[src/rtl/instr_fetch_if.sv]
// Byte-wide instruction-memory read bus with a req/ack handshake.
// The fetch unit is the master; the memory responder is the slave.
interface instr_fetch_if;
  logic        mem_req;
  logic [31:0] mem_addr;
  logic        mem_ack;
  logic [7:0]  mem_rdata;

  modport master (output mem_req, output mem_addr, input mem_ack, input mem_rdata);
  modport slave  (input mem_req, input mem_addr, output mem_ack, output mem_rdata);
endinterface

[src/rtl/instr_fetch.sv]
// Instruction fetch responder: assembles a little-endian 32-bit word from
// four byte reads, with a one-entry line buffer for repeated fetches.
module instr_fetch #(
  parameter logic [31:0] NOP_INSTR = 32'h0000_0013
) (
  input  logic        clk,
  input  logic        rst_n,
  input  logic [31:0] pc_in,
  input  logic        fetch_req,
  input  logic        flush,
  output logic [31:0] instr,
  output logic        instr_valid,
  output logic        misaligned,
  output logic        stall,
  instr_fetch_if.master mem
);

  localparam int unsigned AW = 32;
  localparam int unsigned BW = 2;

  localparam logic [1:0] S_IDLE = 2'd0;
  localparam logic [1:0] S_READ = 2'd1;
  localparam logic [1:0] S_DONE = 2'd2;

  logic [1:0]    state_q, state_d;
  logic [AW-1:0] instr_q, instr_d;
  logic          instr_valid_q, instr_valid_d;
  logic          misaligned_q, misaligned_d;
  logic          mem_req_q, mem_req_d;
  logic [AW-1:0] mem_addr_q, mem_addr_d;
  logic [AW-1:0] base_q, base_d;
  logic [BW-1:0] beat_q, beat_d;
  logic [AW-1:0] data_q, data_d;
  logic          buf_valid_q, buf_valid_d;
  logic [AW-1:0] buf_tag_q, buf_tag_d;
  logic [AW-1:0] buf_data_q, buf_data_d;
  logic          flush_seen_q, flush_seen_d;
  logic          hit;

  assign hit = buf_valid_q && (buf_tag_q == pc_in) && !flush;

  // Next-state, datapath and stall decode
  always_comb begin
    state_d       = state_q;
    instr_d       = instr_q;
    instr_valid_d = 1'b0;
    misaligned_d  = 1'b0;
    mem_req_d     = mem_req_q;
    mem_addr_d    = mem_addr_q;
    base_d        = base_q;
    beat_d        = beat_q;
    data_d        = data_q;
    buf_valid_d   = buf_valid_q && !flush;
    buf_tag_d     = buf_tag_q;
    buf_data_d    = buf_data_q;
    flush_seen_d  = flush_seen_q;
    stall         = 1'b0;

    case (state_q)
      S_IDLE: begin
        if (fetch_req) begin
          if (pc_in[1:0] != 2'b00) begin
            misaligned_d  = 1'b1;
            instr_valid_d = 1'b1;
            instr_d       = NOP_INSTR;
          end else if (hit) begin
            instr_valid_d = 1'b1;
            instr_d       = buf_data_q;
          end else begin
            stall        = 1'b1;
            base_d       = pc_in;
            beat_d       = '0;
            mem_req_d    = 1'b1;
            mem_addr_d   = pc_in;
            flush_seen_d = 1'b0;
            state_d      = S_READ;
          end
        end
      end

      S_READ: begin
        stall = 1'b1;
        if (flush) flush_seen_d = 1'b1;
        if (mem.mem_ack) begin
          case (beat_q)
            2'd0:    data_d[7:0]   = mem.mem_rdata;
            2'd1:    data_d[15:8]  = mem.mem_rdata;
            2'd2:    data_d[23:16] = mem.mem_rdata;
            default: data_d[31:24] = mem.mem_rdata;
          endcase
          beat_d = BW'(beat_q + 2'd1);
          if (beat_q == 2'd3) begin
            state_d       = S_DONE;
            mem_req_d     = 1'b0;
            instr_d       = data_d;
            instr_valid_d = 1'b1;
          end else begin
            mem_addr_d = base_q + AW'(beat_q) + 32'd1;
          end
        end
      end

      S_DONE: begin
        state_d = S_IDLE;
        // A flush anywhere in this fetch leaves the buffer invalid
        if (!flush_seen_q && !flush) begin
          buf_valid_d = 1'b1;
          buf_tag_d   = base_q;
          buf_data_d  = data_q;
        end
      end

      default: state_d = S_IDLE;
    endcase
  end

  always_ff @(posedge clk or negedge rst_n) begin
    if (!rst_n) begin
      state_q       <= S_IDLE;
      instr_q       <= NOP_INSTR;
      instr_valid_q <= 1'b0;
      misaligned_q  <= 1'b0;
      mem_req_q     <= 1'b0;
      mem_addr_q    <= '0;
      base_q        <= '0;
      beat_q        <= '0;
      data_q        <= '0;
      buf_valid_q   <= 1'b0;
      buf_tag_q     <= '0;
      buf_data_q    <= '0;
      flush_seen_q  <= 1'b0;
    end else begin
      state_q       <= state_d;
      instr_q       <= instr_d;
      instr_valid_q <= instr_valid_d;
      misaligned_q  <= misaligned_d;
      mem_req_q     <= mem_req_d;
      mem_addr_q    <= mem_addr_d;
      base_q        <= base_d;
      beat_q        <= beat_d;
      data_q        <= data_d;
      buf_valid_q   <= buf_valid_d;
      buf_tag_q     <= buf_tag_d;
      buf_data_q    <= buf_data_d;
      flush_seen_q  <= flush_seen_d;
    end
  end

  assign instr        = instr_q;
  assign instr_valid  = instr_valid_q;
  assign misaligned   = misaligned_q;
  assign mem.mem_req  = mem_req_q;
  assign mem.mem_addr = mem_addr_q;

endmodule

[src/flat_wrapper.sv]
// flat-port wrapper written by rule: the top's interface ports become plain ports
module instr_fetch_flat 
#(
  parameter logic [31:0] NOP_INSTR = 32'h0000_0013
)
  (clk, rst_n, pc_in, fetch_req, flush, instr, instr_valid, misaligned, stall, mem_mem_req, mem_mem_addr, mem_mem_ack, mem_mem_rdata);
  instr_fetch_if mem_i ();
  input  logic clk;
  input  logic rst_n;
  input  logic [31:0] pc_in;
  input  logic fetch_req;
  input  logic flush;
  output logic [31:0] instr;
  output logic instr_valid;
  output logic misaligned;
  output logic stall;
  output wire logic [$bits(mem_i.mem_req)-1:0] mem_mem_req;
  output wire logic [$bits(mem_i.mem_addr)-1:0] mem_mem_addr;
  input wire logic [$bits(mem_i.mem_ack)-1:0] mem_mem_ack;
  input wire logic [$bits(mem_i.mem_rdata)-1:0] mem_mem_rdata;
  assign mem_mem_req = mem_i.mem_req;
  assign mem_mem_addr = mem_i.mem_addr;
  assign mem_i.mem_ack = mem_mem_ack;
  assign mem_i.mem_rdata = mem_mem_rdata;
  instr_fetch #(.NOP_INSTR(NOP_INSTR)) u_core (.clk(clk), .rst_n(rst_n), .pc_in(pc_in), .fetch_req(fetch_req), .flush(flush), .instr(instr), .instr_valid(instr_valid), .misaligned(misaligned), .stall(stall), .mem(mem_i));
endmodule
[config.mk]
export PLATFORM = sky130hd
export DESIGN_NAME = instr_fetch_flat
export DESIGN_NICKNAME = d
export VERILOG_FILES = /design/src/rtl/instr_fetch_if.sv /design/src/rtl/instr_fetch.sv /design/src/flat_wrapper.sv
export SDC_FILE = /design/constraint.sdc
export NUM_CORES = 1
export LEC_CHECK = 0
export ABC_CLOCK_PERIOD_IN_PS = 6800
export CORE_MARGIN = 2
export CORE_UTILIZATION = 45
export CTS_CLUSTER_SIZE = 10
export DETAILED_ROUTE_END_ITERATION = 8
export GPL_TIMING_DRIVEN = 0
export PLACE_DENSITY = 0.75
export SYNTH_ARGS = -nofsm -noshare
export SYNTH_HDL_FRONTEND = slang
export SYNTH_SLANG_ARGS = --single-unit
[constraint.sdc]
create_clock -name clk -period 6.8 [get_ports clk]
set_input_delay 1.7 -clock clk [delete_from_list [all_inputs] [get_ports clk]]
set_output_delay 1.7 -clock clk [all_outputs]
set_load 0.1 [all_outputs]
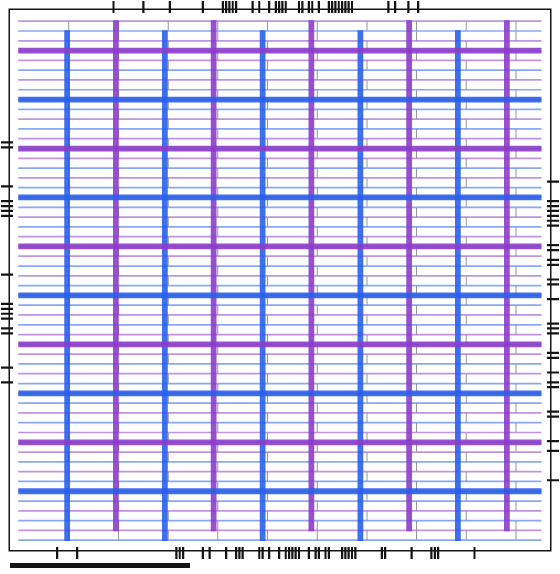
(floorplan with the power grid)
The bar under the picture is 50 µm long. Pins as bars on the die edge. Tap cells in grey.
VSS -> blue
VDD -> purple
signal pins = 113
met5 straps = 10
met4 straps = 10
rows = 53
Die Span Y: 150 µm
Peak VDD IR: 0.457 mV
die width: 150 µm

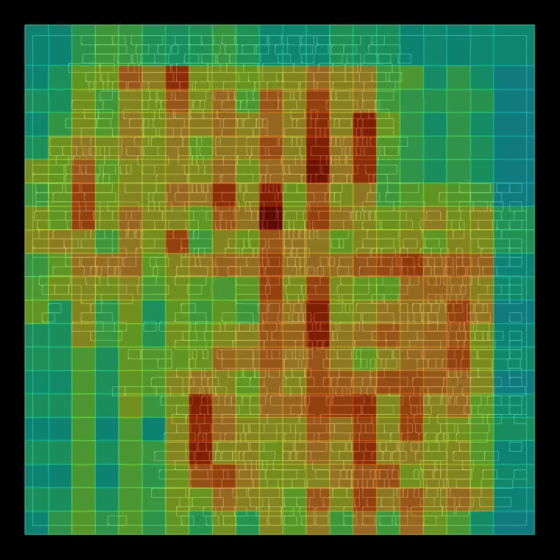
(routing congestion)
Most Crowded Layer GR: met2
Avg WL per Cell: 18.9 µm
fin util: 56.5%
GR Util met2: 34.0%

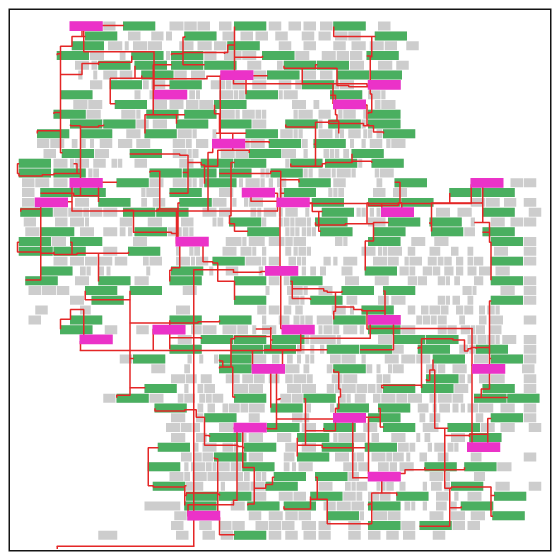
(clock wires, drivers and flops)
clock wires -> red  # length 2560 µm
cells driving clock nets -> magenta  # count 25
flip-flops -> green  # count 201
flops lie = spread over the die

==> run notes <==
flow finished, numbers: DRC Markers 0, Syn Inst Count 800, CP startpoint kind input pin, final setup margin 0.135 ns, clk slew on worst S/H paths 0.06 ns, CTS resizes 0, CTS sink count 201, GR Util met3 4.12%, design area 11800 µm², Seq pwr share 31.8%, top cells by area dfrtp_1, mux2_2, mux2_1, Comb pwr share 49.3%, GRT overflow 0, Syn Nets 852, core area 21000 µm², switching share of power 47.2%, Cell Type Count 46, RSZ-0062 raised after global routing false, max cap viols 0, critical path required time 5.10 ns, highest-power group combinational cells, sequential power 0.00200 W, Leakage 5.18 nW, antenna-violating nets left 0, cts bufs inserted 25, tool warnings 29, fp util 45.8%, First-pass DRT Iterations 5, Slew Limit Fails 0, worst r2r src u_core.buf_tag_q[17], all-layer global routing usage 21.0%, Tmin final 6.67 ns, WS Path Type in2out, Hold Path Class reg2reg, Cell Area, Synth 9590 µm², placed inst area 11100 µm², initial antenna violation count 1, crit path from pc_in[17], Synth Area in Simple Gates 9.26%, switching power 0.00297 W, Core Rows 53, status finished clean, total number of vias 6714, clock group power 0.00119 W, hpwl dp 16.3 mm, Top logic family multiplexers, Cell Count Post-Placement 1189, ANT cells 0, slew margin rel. 33.0%, Root Buffer clkbuf_16, GP Congestion 0.834, Commonest cells post-synth dfrtp_1, nand2_1, mux2_2, Registers, synthesis 201, first-pass GRT wire length 37.1 mm, vias per cell 5.45, adder share 0.991%, post-place setup slack 0.296 ns, Hold EP u_core.buf_valid_q, Final setup viols 0, fmax 0.150 GHz, Combinational Power 0.00309 W, Post-synth seq share 52.5%, die area 22500 µm², most frequent logic cell in the layout dfrtp_1, top_reg_cell synth dfrtp_1, CP endpoint stall, hold_buf cts 0, hold path startpoint u_core.buf_valid_q, worst r2r path cells 7, Post-synth EDFFs 0, Syn Area/Cell 12.0 µm², Post-CTS Setup Bufs 0, Complex Gates by Area 5.44%, Max Root-Sink Buffers 3, TritonCTS clock tree built, Hold Slack 0.468 ns, DR iter-0 viols 416, CP Capture Type output port, Register Area 5030 µm², total chip power 0.00628 W, fraction of layout cells with a size suffix above 1 15.8%, R2R Setup Slk 3.62 ns, largest net degree at the start of global routing 80, Area leader share 51.7%
[cell type report]
class | count | area share [%]
buffer | 42 | 1.45
clock buffer | 40 | 6.01
clock inverter | 2 | 0.148
inverter | 7 | 0.222
multi-input combinational | 550 | 36.8
sequential | 201 | 42.5
tap | 275 | 2.90
timing repair buffer | 114 | 9.97
[layer usage]
layer / vias to the layer above / wire length, µm
met2: 187 / 11100
met3: 36 / 1450
met1: 3369 / 10300
met4: 2 / 351
li1: 3120 / -
met5: - / 11
[worst max-delay path, cell delays in order]
cell and delay, ns:
clkdlybuf4s50_1 0.47, xnor2_1 0.35, nand4_1 0.14, nor4_1 0.65, a31oi_1 0.36, a21oi_1 0.23
nor2_1 0.09, clkdlybuf4s50_1 0.98
Power figures rest on the tool's default switching activity, not on a simulated workload.
